$ cat config.mk
export PLATFORM = sky130hd
export DESIGN_NAME = alu_control_unit
export DESIGN_NICKNAME = d
export VERILOG_FILES = /design/src/rtl/alu_control_unit_pkg.sv /design/src/rtl/alu_control_unit_reg_file.sv /design/src/rtl/alu_control_unit.sv
export SDC_FILE = /design/constraint.sdc
export NUM_CORES = 1
export LEC_CHECK = 0
export ABC_AREA = 1
export CORE_UTILIZATION = 52
export DETAILED_ROUTE_END_ITERATION = 6
export PLACE_DENSITY_LB_ADDON = 0.15
export SYNTH_ARGS = -nofsm -noshare
export SYNTH_HDL_FRONTEND = slang
export SYNTH_SLANG_ARGS = --single-unit
$ cat constraint.sdc
create_clock -name clk -period 3.83 [get_ports clk]
set_input_delay 0.766 -clock clk [delete_from_list [all_inputs] [get_ports clk]]
set_output_delay 0.766 -clock clk [all_outputs]
set_load 0.005 [all_outputs]
$ cat src/rtl/alu_control_unit_pkg.sv
// Shared types and constants for the ALU control unit: FSM states,
// the LOAD-immediate opcode and default sizing.
package alu_control_unit_pkg;

  typedef enum logic [1:0] {
    IDLE  = 2'd0,
    READ  = 2'd1,
    EXEC  = 2'd2,
    WRITE = 2'd3
  } state_t;

  localparam logic [2:0] OP_LOAD          = 3'b111;
  localparam int         DEFAULT_DATA_W   = 4;
  localparam int         DEFAULT_NUM_REGS = 4;

endpackage

$ cat src/rtl/alu_control_unit_reg_file.sv
// Register file: one synchronous write port, two combinational operand read
// ports and one combinational debug read port, cleared synchronously on reset.
module reg_file_4x4
  import alu_control_unit_pkg::*;
#(
  parameter int DATA_W   = DEFAULT_DATA_W,
  parameter int NUM_REGS = DEFAULT_NUM_REGS,
  parameter int ADDR_W   = $clog2(NUM_REGS)
) (
  input  logic              clk,
  input  logic              rst_n,
  input  logic              we,
  input  logic [ADDR_W-1:0] waddr,
  input  logic [DATA_W-1:0] wdata,
  input  logic [ADDR_W-1:0] raddr1,
  output logic [DATA_W-1:0] rdata1,
  input  logic [ADDR_W-1:0] raddr2,
  output logic [DATA_W-1:0] rdata2,
  input  logic [ADDR_W-1:0] dbg_raddr,
  output logic [DATA_W-1:0] dbg_rdata
);

  logic [DATA_W-1:0] mem [NUM_REGS];

  always_ff @(posedge clk) begin
    if (!rst_n) begin
      for (int i = 0; i < NUM_REGS; i++) mem[i] <= '0;
    end else if (we) begin
      mem[waddr] <= wdata;
    end
  end

  assign rdata1    = mem[raddr1];
  assign rdata2    = mem[raddr2];
  assign dbg_rdata = mem[dbg_raddr];

endmodule

$ cat src/rtl/alu_control_unit.sv
// Four-phase instruction controller: fetches operands from the register file,
// drives an external combinational ALU and writes the result back.
module alu_control_unit
  import alu_control_unit_pkg::*;
#(
  parameter int DATA_W   = DEFAULT_DATA_W,
  parameter int NUM_REGS = DEFAULT_NUM_REGS,
  parameter int ADDR_W   = $clog2(NUM_REGS)
) (
  input  logic              clk,
  input  logic              rst_n,
  input  logic              instr_valid,
  output logic              instr_ready,
  input  logic [2:0]        instr_opcode,
  input  logic [ADDR_W-1:0] instr_rd,
  input  logic [ADDR_W-1:0] instr_rs1,
  input  logic [ADDR_W-1:0] instr_rs2,
  output logic [DATA_W-1:0] alu_opperand_1,
  output logic [DATA_W-1:0] alu_opperand_2,
  output logic [2:0]        alu_opcode,
  input  logic [DATA_W-1:0] alu_result,
  output logic              wb_valid,
  output logic [ADDR_W-1:0] wb_addr,
  output logic [DATA_W-1:0] wb_data,
  input  logic [ADDR_W-1:0] dbg_addr,
  output logic [DATA_W-1:0] dbg_data,
  output state_t            dbg_state
);

  // Handshake: an instruction transfers on a rising edge where instr_valid and
  // instr_ready are both 1; instr_ready is 1 only in IDLE, and a held
  // instr_valid simply waits until IDLE comes round again.

  state_t            state;
  logic [2:0]        op_q;
  logic [ADDR_W-1:0] rd_q, rs1_q, rs2_q;
  logic [DATA_W-1:0] result_q;
  logic [DATA_W-1:0] rdata1, rdata2;
  logic [DATA_W-1:0] imm;
  logic              is_load;

  assign instr_ready = (state == IDLE);
  assign dbg_state   = state;
  assign is_load     = (op_q == OP_LOAD);
  // LOAD carries its immediate in the two source-register fields.
  assign imm         = DATA_W'({rs1_q, rs2_q});

  reg_file_4x4 #(
    .DATA_W   (DATA_W),
    .NUM_REGS (NUM_REGS),
    .ADDR_W   (ADDR_W)
  ) u_reg_file (
    .clk       (clk),
    .rst_n     (rst_n),
    .we        (state == WRITE),
    .waddr     (rd_q),
    .wdata     (result_q),
    .raddr1    (rs1_q),
    .rdata1    (rdata1),
    .raddr2    (rs2_q),
    .rdata2    (rdata2),
    .dbg_raddr (dbg_addr),
    .dbg_rdata (dbg_data)
  );

  always_ff @(posedge clk) begin
    if (!rst_n) begin
      state          <= IDLE;
      op_q           <= 3'b000;
      rd_q           <= '0;
      rs1_q          <= '0;
      rs2_q          <= '0;
      result_q       <= '0;
      alu_opperand_1 <= '0;
      alu_opperand_2 <= '0;
      alu_opcode     <= 3'b000;
      wb_valid       <= 1'b0;
      wb_addr        <= '0;
      wb_data        <= '0;
    end else begin
      wb_valid <= 1'b0;
      case (state)
        IDLE: begin
          if (instr_valid) begin
            op_q  <= instr_opcode;
            rd_q  <= instr_rd;
            rs1_q <= instr_rs1;
            rs2_q <= instr_rs2;
            state <= READ;
          end
        end
        READ: begin
          // ALU outputs only move for real ALU ops so its inputs stay stable.
          if (!is_load) begin
            alu_opperand_1 <= rdata1;
            alu_opperand_2 <= rdata2;
            alu_opcode     <= op_q;
          end
          state <= EXEC;
        end
        EXEC: begin
          result_q <= is_load ? imm : alu_result;
          state    <= WRITE;
        end
        WRITE: begin
          wb_valid <= 1'b1;
          wb_addr  <= rd_q;
          wb_data  <= result_q;
          state    <= IDLE;
        end
        default: state <= IDLE;
      endcase
    end
  end

endmodule
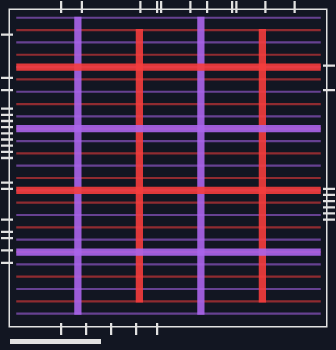
*Floorplan with the power grid*
Scale bar: 20 um. Pins as bars on the die edge.
| net | colour |
|---|---|
| VDD | red |
| VSS | purple |
rows: 24
met4 straps: 4
signal pins: 43
met5 straps: 4
met1 rails: 25
Die Y: 69.7 um
Max VDD drop: 0.309 mV
Placeable Area: 4380 um2
width of the die: 69.7 um

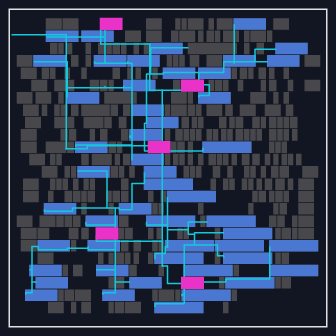
*Clock distribution*
[clock wires] cyan | length: 574 um
[clock drivers] magenta | count: 5
[flip-flops] blue | count: 49
routed clock nets: 6
flops lie: spread over the die
Latency at later pin: 0.30 ns
clock network power: 0.000362 W
skew final: 0.00572 ns

==> GITHUB_STEP_SUMMARY <==
## Implementation flow summary

| Metric | Value |
|---|---|
| Total tool warning count | 30 |
| Synth cell count leaders | 59 x inv_1, 54 x nand2_1, 40 x nor2_1 |
| Slowest Stage Delay on Critical Path | a little over 0.6 ns |
| RR Startpoint | dbg_state[0] |
| Nets | about 370 |
| Critical path buffers and inverters | 3 |
| GR peak layer | met2 |
| Switching part of the total power | 34.7% |
| Cells after Synth | about 310 |
| Max-slew headroom | roughly 69% |
| Worst-path cell chain | clkdlybuf4s50_1, inv_1, o21ai_0, o22ai_1, clkdlybuf4s50_1 |
| Highest clock rate | approximately 0.32 GHz |
| Dominant comb cell | simple AND/OR/NAND/NOR gates |
| Pint | 0.00112 W |
| DRC | 0 |
| Fin worst setup slack | between 0.6 and 0.7 ns |
| WHS Path Cells | 2 |
| Max Slew Vio Count | 0 |
| DR top layer | met4 |
| FF-to-FF path depth | 5 |
| Final Setup Violations | 0 |
| Ant. Diodes | 0 |
| Status | completed |
| Yosys cell count | 310 |
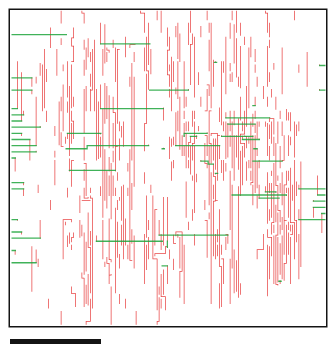
*Signal wires by layer*
Scale bar: 20 um. Only two layers are drawn.
| layer | colour | wire length |
|---|---|---|
| metal 3 | green | 267 um |
| metal 2 | red | 2410 um |
final WL: 5160 um
drt wl/cell: 12.8 um
Global Route Usage Sum: 22.6%
via count: 2079

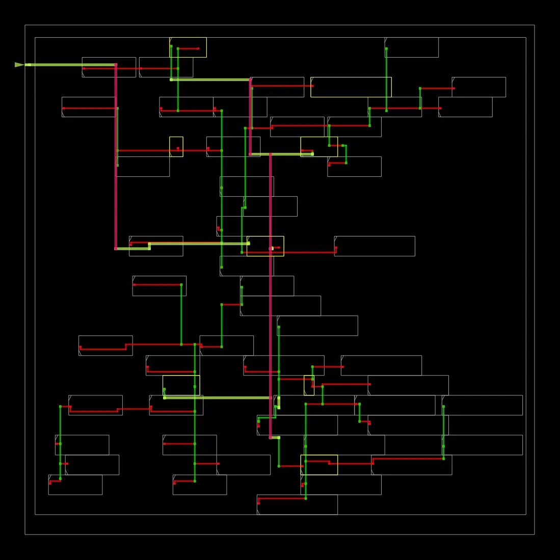
*Clock nets*
Num CTS Buffers: 5
num sequential: 49
clk sinks: 49
clock buffers: 6

## flip-flops by register name, indices dropped and copies added (netlist names)
name and flops:
rs1_q 2, op_q 3, wb_data 4, rs2_q 2, result_q 4, rd_q 2, wb_addr 2, dbg_state 2
alu_opcode 3, alu_opperand_2 4, wb_valid 1, u_reg_file.mem 16, alu_opperand_1 4
## final cells by class
type | count | area share, %
sequential | 49 | 39.1
clock inverter | 2 | 1.20
multi-input combinational | 188 | 32.1
inverter | 63 | 8.19
timing repair buffer | 43 | 14.7
tap | 52 | 2.23
clock buffer | 6 | 2.49
## worst reg2reg max path, cell delays in order, from the launching register on
cell	delay [ns]
dfxtp_1	0.44
ha_1	0.24
nand2_1	0.26
inv_1	0.20
nand3_1	0.18
nand2_1	0.22
## placed cells by master (no fill, tap or decap), types with 5 or more instances in the layout
master / netlist / final
clkdlybuf4s50_1: 0 / 42
clkbuf_8: 0 / 5
o22ai_1: 10 / 10
nand3_1: 22 / 22
a21oi_1: 19 / 19
ha_1: 5 / 5
nor2_1: 40 / 40
nand3_2: 7 / 7
nand2_1: 54 / 54
edfxtp_1: 16 / 16
dfxtp_1: 33 / 33
inv_1: 59 / 59
o21ai_0: 24 / 24
## per-stage QoR
step | cells | hold WS (ns)
2_1_floorplan | 310 | 0.460
3_3_place_gp | 395 | 0.453
3_5_place_dp | 395 | 0.457
4_1_cts | 403 | 0.471
5_1_grt | 403 | 0.491
6_report | 403 | 0.468
## power by group through the flow
stage,clock [W],sequential (W),combinational [W]
4_1_cts,0.000368,0.000734,0.000621
3_5_place_dp,0,0.000746,0.000617
5_1_grt,0.000390,0.000751,0.000700
2_1_floorplan,0,0.000725,0.000409
6_report,0.000362,0.000735,0.000620
3_3_place_gp,0,0.000744,0.000603
Power and IR drop assume default switching activity.
